==> config.mk <==
export PLATFORM = sky130hd
export DESIGN_NAME = conv_result_maxpool_reader
export DESIGN_NICKNAME = d
export VERILOG_FILES = /design/src/rtl/conv_result_maxpool_reader.sv
export SDC_FILE = /design/constraint.sdc
export NUM_CORES = 1
export LEC_CHECK = 0
export CAP_MARGIN = 20
export CORE_UTILIZATION = 60
export CTS_BUF_LIST = sky130_fd_sc_hd__clkbuf_4 sky130_fd_sc_hd__clkbuf_8
export DETAILED_ROUTE_END_ITERATION = 10
export PLACE_DENSITY = 0.83
export SYNTH_ARGS = -nofsm -noshare
export SYNTH_HDL_FRONTEND = slang
export SYNTH_SLANG_ARGS = --single-unit
export TNS_END_PERCENT = 20
==> constraint.sdc <==
create_clock -name clk -period 4.43 [get_ports clk]
set_clock_uncertainty 0.05 [all_clocks]
set_input_delay 0.886 -clock clk [delete_from_list [all_inputs] [get_ports clk]]
set_output_delay 0.886 -clock clk [all_outputs]
set_load 0.02 [all_outputs]
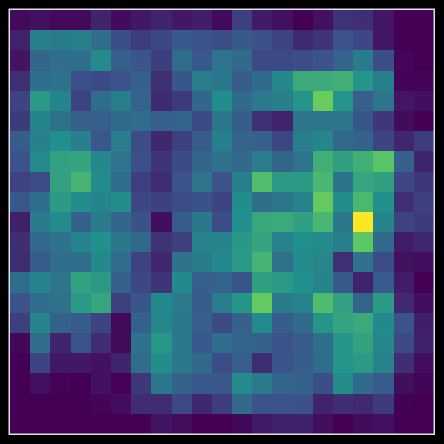
Fig. 1. Wiring heat map.
Scale: 4 px per um. The die is cut into 21 by 21 equal tiles; dark purple is low, yellow is high, scaled to the fullest tile. Values are wire area over tile area, all layers added.
mean over tiles: 0.23
tiles over half the peak: 12%
nearly empty tiles: 8.6%
emptiest ninth of the die: lower left
fullest tile: 0.79
Final Routed Wirelength: 15.97 mm
global-route total usage across every layer: 29.78%
DR vias: 5962
routed len/inst: 16.62 um

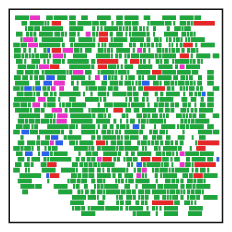
Fig. 2. Cell sizes after repair.
Scale: 2 px per um.
[_0 and _1 cells] green | cells: 758 | share: 92%
[_3 and _4 cells] magenta | cells: 25 | share: 3.0%
[_2 cells] blue | cells: 17 | share: 2.1%
[_6 and larger] red | cells: 25 | share: 3.0%
final std cell area, no fill: 0.007607 sq mm
number of signal-net buffers in the layout: 69

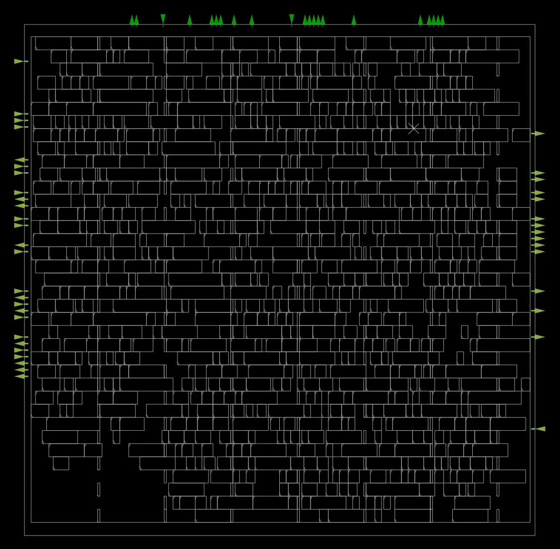
Fig. 3. Placement view.
count of flip-flops and latches: 120
Layout fillers: 796

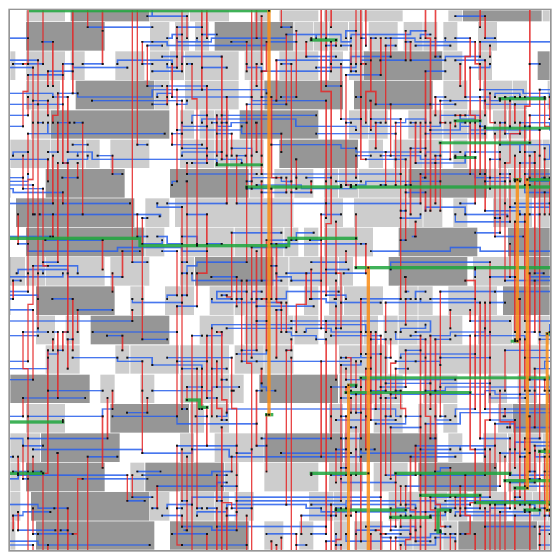
Fig. 4. Layout detail.
Window x 28 to 78, y 49 to 99 um. Cells in gray, sequential cells in the stronger gray; small squares are vias.
[metal 3] green
[metal 4] orange
[metal 1] blue
[metal 2] red
cells with their middle in the window: 209
most frequent: nor2_1 (33), dfxtp_1 (28), nand2_1 (25)
sequential cells in the window: 34

==> results.sh <==
# flow metrics
export IMPL_insertedDiodeCount=0
export IMPL_timing_critical_path_to_type="flop"
export IMPL_clk_root_buffer_cell="sky130_fd_sc_hd__clkbuf_8"
export IMPL_areaGrowthSynthToFinish_pct=17.44
export IMPL_worst_skew_pair_late_latency_ps=440
export IMPL_remaining_drc_errors=1
export IMPL_hold_slack_ps=403.5
export IMPL_groute_layer_met2_usage_pct=50.09
export IMPL_worst_r2r_setup_slack_ps=1100
export IMPL_period_minus_slack_ps=3531
export IMPL_sequential_cell_area_sq_mm=0.002562
export IMPL_area_share_nonclk_buffers_pct=8.750
export IMPL_path_class="in -> reg"
export IMPL_die_area_sq_mm=0.01121
export IMPL_worstMarginPinSlew_ps=944.3
export IMPL_yosysCellCount=768
export IMPL_edf_count=16
export IMPL_area_share_sequential_pct=33.68
export IMPL_die_height_um=105.9
export IMPL_power_ir_vdd_worst_mv=0.3361
export IMPL_postSynthAreaPerCell_sq_um=8.434
export IMPL_ctsResizeCount=0
export IMPL_comb_share_pct=47.34
export IMPL_intPower_mw=2.161
export IMPL_gr_usage_met1_pct=37.21
export IMPL_finalMaxSlewViolations=0
export IMPL_number_of_clock_tree_buffers_in_the_layout=19
export IMPL_synth_cell_types=62
export IMPL_run_status="finished with violations"
export IMPL_top_area_cell="sky130_fd_sc_hd__dfxtp_1"
export IMPL_num_multi_input_gates=571
export IMPL_synth_main_ff_cell="sky130_fd_sc_hd__dfxtp_1"
export IMPL_power_density_mw_per_mm2=412.9
export IMPL_combinational_power_mw=0.702
export IMPL_setup_ws_ps=898.9
export IMPL_critical_path_top_delay_family="simple AND/OR/NAND/NOR gates"
export IMPL_fin_crit_sh_pct=79.71
export IMPL_critical_path_cell_count=9
export IMPL_final_cell_mix="104 x sky130_fd_sc_hd__dfxtp_1, 103 x sky130_fd_sc_hd__nor2_1, 62 x sky130_fd_sc_hd__nand2_1"
export IMPL_global_route_wire_length_before_repair_mm=26.87
export IMPL_critPathBufInv=2
export IMPL_worst_setup_path_start_kind="input port"
export IMPL_synthMostInstantiatedCell="sky130_fd_sc_hd__dfxtp_1"
export IMPL_grt_setup_unrepaired="no"
export IMPL_fin_setup_tns_ps=0
export IMPL_warnings=32
export IMPL_grt_use_met3_pct=6.131
export IMPL_num_nonclk_inverters=33
export IMPL_io_pins=62
export IMPL_worstPathArrival_ps=3660
export IMPL_area_dominant_class="combinational gates"
export IMPL_netlist_area_leader_share_pct=32.14
export IMPL_switchingPower_mw=0.9797
export IMPL_post_place_ws_ps=489.7
export IMPL_ys_chip_area_sq_mm=0.006477
export IMPL_routed_via_density=6.204
export IMPL_power_group_top="sequential cells"
export IMPL_async_flop_share_pct=0
export IMPL_clk_pwr_mw=1.21
export IMPL_grt_busiest_layer="met2"
export IMPL_syn_num_nets=817
export IMPL_placement_io_buffers=61
export IMPL_num_rows=37
export IMPL_netlist_area_sq_mm=0.006477
export IMPL_violations="design-rule violations"
export IMPL_share_clk_of_total_power_pct=38.4
export IMPL_cts_hold_buf=0
export IMPL_cts_sinks=120
export IMPL_dieWidth_um=105.9
export IMPL_drt_initial_drc_count=531
export IMPL_yosys_register_bits=120
export IMPL_post_dp_cell_area_sq_mm=0.007123
export IMPL_grt_overflow=0
export IMPL_power_share_sequential_pct=39.3
export IMPL_critical_path_slowest_cell="sky130_fd_sc_hd__or4_4"
export IMPL_n_tap_cell=136
export IMPL_mi_logic_area_sq_mm=0.003601
export IMPL_antenna_violations_before_repair=0
export IMPL_maxSlewHeadroom_pct=36.92
export IMPL_crit_path_max_fo=17
export IMPL_synthesis_yosys_warnings=0
[layer usage]
metal / part of all wire (%) / wire length (um)
met3: 6.9 / 1102
met1: 42 / 6730
met4: 1.6 / 261
met5: 0 / 0
met2: 49 / 7878
[kinds of logic after synthesis]
family          Yosys count  share of synthesized area (%)
simple gates            310                          23.41
compound gates          171                          16.96
flops                   120                          39.56
buf+inv                  77                          4.848
xor+xnor                 39                          5.273
fa+ha+maj                30                          5.795
mux                      21                          4.153
[through the flow]
step / std cells / utilization, % / total power, mW
floorplan: 768 / - / 1.725
detailed placement: 929 / 68.38 / 1.936
CTS: 961 / 73.03 / 3.133
global placement: 929 / 68.38 / 1.906
global route: 961 / 73.03 / 3.272
finish: 961 / 73.03 / 3.141
Power figures rest on the tool's default switching activity, not on a simulated workload.
